--- config.mk ---
export PLATFORM = sky130hd
export DESIGN_NAME = divider_4bit_flat
export DESIGN_NICKNAME = d
export VERILOG_FILES = /design/src/rtl/divider_4bit_if.sv /design/src/rtl/divider_4bit.sv /design/src/flat_wrapper.sv
export SDC_FILE = /design/constraint.sdc
export NUM_CORES = 1
export LEC_CHECK = 0
export ABC_AREA = 1
export ABC_CLOCK_PERIOD_IN_PS = 2260
export CAP_MARGIN = 20
export CORE_MARGIN = 2
export CORE_UTILIZATION = 40
export CTS_BUF_LIST = sky130_fd_sc_hd__clkbuf_8 sky130_fd_sc_hd__clkbuf_16
export CTS_CLUSTER_DIAMETER = 100
export CTS_CLUSTER_SIZE = 20
export DETAILED_ROUTE_END_ITERATION = 6
export PLACE_DENSITY = 0.78
export SLEW_MARGIN = 0
export SYNTH_ARGS = -nofsm -noshare
export SYNTH_HDL_FRONTEND = slang
export SYNTH_SLANG_ARGS = --single-unit
--- constraint.sdc ---
create_clock -name clk -period 2.26 [get_ports clk]
set_input_delay 0.339 -clock clk [delete_from_list [all_inputs] [get_ports clk]]
set_output_delay 0.339 -clock clk [all_outputs]
set_load 0.02 [all_outputs]
--- src/rtl/divider_4bit_if.sv ---
// divider_4bit_if: request and result bundle for the 4-bit restoring divider
interface divider_4bit_if;
    logic       start;
    logic [3:0] dividend;
    logic [3:0] divisor;
    logic       busy;
    logic       done;
    logic [3:0] quotient;
    logic [3:0] remainder;
    logic       div_by_zero;
    modport master (
        output start, dividend, divisor,
        input  busy, done, quotient, remainder, div_by_zero
    );
    modport slave (
        input  start, dividend, divisor,
        output busy, done, quotient, remainder, div_by_zero
    );
endinterface

--- src/rtl/divider_4bit.sv ---
// divider_4bit: 4-bit unsigned restoring divider, one quotient bit per clock
module divider_4bit (
    input  logic           clk,
    input  logic           rst,
    divider_4bit_if.slave  io
);
    typedef enum logic [1:0] {IDLE, RUN, DONE} state_t;
    state_t     state_q, state_d;
    logic [4:0] p_q, p_d;
    logic [3:0] q_q, q_d;
    logic [3:0] dvs_q, dvs_d;
    logic [1:0] cnt_q, cnt_d;
    logic [3:0] quo_q, quo_d;
    logic [3:0] rem_q, rem_d;
    logic       dbz_q, dbz_d;
    logic       busy_q, done_q;
    logic [4:0] p_sh, dv5, t;
    logic       br;
    assign dv5 = {1'b0, dvs_q};
    always_comb begin
        state_d = state_q;
        p_d     = p_q;
        q_d     = q_q;
        dvs_d   = dvs_q;
        cnt_d   = cnt_q;
        quo_d   = quo_q;
        rem_d   = rem_q;
        dbz_d   = dbz_q;
        p_sh    = {p_q[3:0], q_q[3]};
        t       = '0;
        br      = 1'b0;
        // borrow-ripple subtract of the zero-extended divisor
        for (int i = 0; i < 5; i++) begin
            t[i] = p_sh[i] ^ dv5[i] ^ br;
            br   = (~p_sh[i] & dv5[i]) | (~(p_sh[i] ^ dv5[i]) & br);
        end
        if (state_q == RUN) begin
            p_d   = br ? p_sh : t;
            q_d   = {q_q[2:0], ~br};
            cnt_d = cnt_q + 2'd1;
            if (cnt_q == 2'd3) begin
                state_d = DONE;
                quo_d   = q_d;
                rem_d   = p_d[3:0];
            end
        end else if (io.start) begin
            dvs_d   = io.divisor;
            q_d     = io.dividend;
            p_d     = '0;
            cnt_d   = '0;
            dbz_d   = io.divisor == 4'd0;
            state_d = dbz_d ? DONE : RUN;
            quo_d   = dbz_d ? 4'hF : quo_q;
            rem_d   = dbz_d ? io.dividend : rem_q;
        end else begin
            state_d = IDLE;
        end
    end
    always_ff @(posedge clk) begin
        if (rst) begin
            state_q <= IDLE;
            p_q     <= '0;
            q_q     <= '0;
            dvs_q   <= '0;
            cnt_q   <= '0;
            quo_q   <= '0;
            rem_q   <= '0;
            dbz_q   <= 1'b0;
            busy_q  <= 1'b0;
            done_q  <= 1'b0;
        end else begin
            state_q <= state_d;
            p_q     <= p_d;
            q_q     <= q_d;
            dvs_q   <= dvs_d;
            cnt_q   <= cnt_d;
            quo_q   <= quo_d;
            rem_q   <= rem_d;
            dbz_q   <= dbz_d;
            busy_q  <= state_d == RUN;
            done_q  <= state_d == DONE;
        end
    end
    assign io.busy        = busy_q;
    assign io.done        = done_q;
    assign io.quotient    = quo_q;
    assign io.remainder   = rem_q;
    assign io.div_by_zero = dbz_q;
endmodule
--- src/flat_wrapper.sv ---
// flat-port wrapper written by rule: the top's interface ports become plain ports
module divider_4bit_flat 
  (clk, rst, io_start, io_dividend, io_divisor, io_busy, io_done, io_quotient, io_remainder, io_div_by_zero);
  divider_4bit_if io_i ();
  input  logic clk;
  input  logic rst;
  input wire logic [$bits(io_i.start)-1:0] io_start;
  input wire logic [$bits(io_i.dividend)-1:0] io_dividend;
  input wire logic [$bits(io_i.divisor)-1:0] io_divisor;
  output wire logic [$bits(io_i.busy)-1:0] io_busy;
  output wire logic [$bits(io_i.done)-1:0] io_done;
  output wire logic [$bits(io_i.quotient)-1:0] io_quotient;
  output wire logic [$bits(io_i.remainder)-1:0] io_remainder;
  output wire logic [$bits(io_i.div_by_zero)-1:0] io_div_by_zero;
  assign io_i.start = io_start;
  assign io_i.dividend = io_dividend;
  assign io_i.divisor = io_divisor;
  assign io_busy = io_i.busy;
  assign io_done = io_i.done;
  assign io_quotient = io_i.quotient;
  assign io_remainder = io_i.remainder;
  assign io_div_by_zero = io_i.div_by_zero;
  divider_4bit u_core (.clk(clk), .rst(rst), .io(io_i));
endmodule
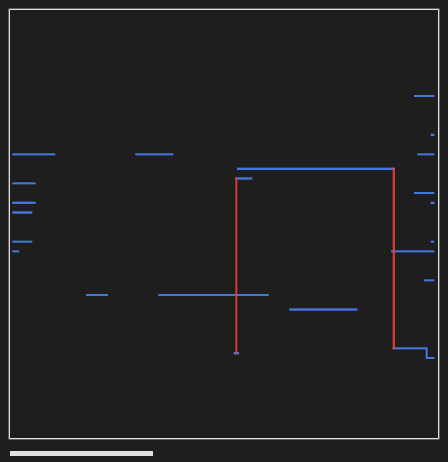
*Wiring by layer*
Scale bar: 20 um. Two of the layers only.
- red: metal 4 (wire length 49.6 um)
- blue: metal 3 (wire length 95.4 um)

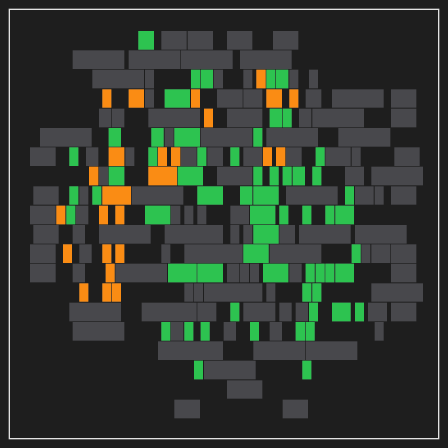
*Gate-type map*
- orange: NOR gates (cells 25)
- green: NAND gates (cells 61)

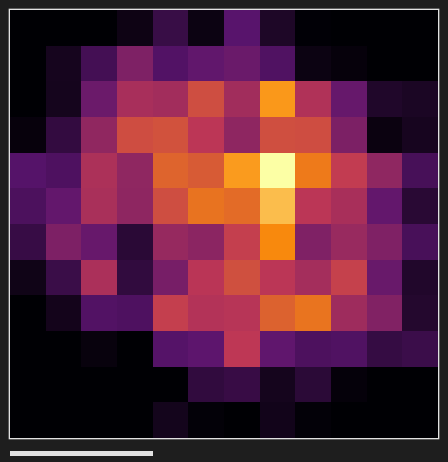
*Routed metal per tile*
Scale bar: 20 um. The die is cut into 12 by 12 equal tiles; black is low, pale yellow is high, scaled to the fullest tile. Values are wire area over tile area, all layers added.
- emptiest ninth of the die: bottom left
- densest ninth of the die: middle
- tiles over half the peak: 16%
- mean over tiles: 0.12
- fullest tile: 0.47

==> reports/qor.yml <==
outcome: "finished, final reports clean"
hp-start: "u_core.io.quotient[2]$_SDFFE_PP0P_"
globalRouteTotalUtil: 0.168
grt_pass1_wl_mm: 4.41
logic_family: "simple AND/OR/NAND/NOR gates"
critical-path-slowest-cell: "sky130_fd_sc_hd__fa_2"
timing.fmax_mhz: 452
worstReg2RegStart: "u_core.q_q[3]$_SDFFE_PP0P_"
sequential_fraction_of_total_cell_area: 0.326
reg2reg_slack_ns: 0.05
die-area_sq_um: 3600
layout_setup_ws_ns: 0.0460
worst-endpoint-required_ns: 2.44
met1Wirelength_mm: 1.28
wl_met3_um: 95
synth.yosys.chip_area_sq_um: 1250
arrival_ns: 2.40
multi_input_comb_cells: 114
irDropWorstVdd_mv: 0.259
cts_buffers: 3
finalSetupTns_ns: 0
critPathMaxFanout: 5
p_leak_nw: 0.759
critPathMostFrequentCell: "sky130_fd_sc_hd__fa_2"
final_cells: 239
busiest_layer: "met2"
floorplan.nets: 186
drt_drc_violations_left: 0
grt_setup_unrepaired: "true"
grt_pass1_vias: 1006
grt.met1_usage: 0.215
fp_util: 0.414
place_inst: 235
cts_resized: 3
power_switching_uw: 297
num-nets-final: 212
drv_slew: 0
path_clk_slew_ns: 0.09
synth_stat.cells: 170
cts_hold_repair.buffers: 0
total_count_of_hold_check_failures_in_the_final_report: 0
clkLatencyLatePin_ns: 0.28
seq_area_sq_um: 542
pwr.group.combinational_uw: 219
largestClassByArea: "combinational gates"
numSequentialCells: 27
rr_endpoint: "u_core.io.remainder[0]$_SDFFE_PP0P_"
Yosys cell counts:
master,instances,area [sq um]
sky130_fd_sc_hd__clkbuf_1,2,7.51
sky130_fd_sc_hd__fa_1,3,60.1
sky130_fd_sc_hd__nor2_4,1,11.3
sky130_fd_sc_hd__nand2_2,2,12.5
sky130_fd_sc_hd__buf_6,2,22.5
sky130_fd_sc_hd__dfxtp_1,27,541
sky130_fd_sc_hd__nand3b_1,3,22.5
sky130_fd_sc_hd__a31oi_1,5,31.3
sky130_fd_sc_hd__nor2_1,22,82.6
sky130_fd_sc_hd__o21ai_1,1,5.00
sky130_fd_sc_hd__a21oi_1,8,40.0
sky130_fd_sc_hd__nand3_1,18,90.1
sky130_fd_sc_hd__inv_1,22,82.6
sky130_fd_sc_hd__inv_2,3,11.3
sky130_fd_sc_hd__nand2_1,38,143
sky130_fd_sc_hd__nor2_2,2,12.5
sky130_fd_sc_hd__ha_1,2,25.0
sky130_fd_sc_hd__o21ai_0,5,25.0
sky130_fd_sc_hd__o21bai_1,4,30.0
layout by cell type (no fill, tap or decap), types with 4 or more instances in the layout:
master                            Yosys  final
sky130_fd_sc_hd__buf_4                0      4
sky130_fd_sc_hd__a21oi_1              8      8
sky130_fd_sc_hd__nand3_2              0     11
sky130_fd_sc_hd__clkdlybuf4s50_1      0     21
sky130_fd_sc_hd__a31oi_1              5      5
sky130_fd_sc_hd__nand2_1             38     37
sky130_fd_sc_hd__o21bai_1             4      4
sky130_fd_sc_hd__inv_1               22     19
sky130_fd_sc_hd__nor2_1              22     20
sky130_fd_sc_hd__inv_2                3      6
sky130_fd_sc_hd__nand3_1             18      7
sky130_fd_sc_hd__dfxtp_1             27     26
sky130_fd_sc_hd__o21ai_0              5      5
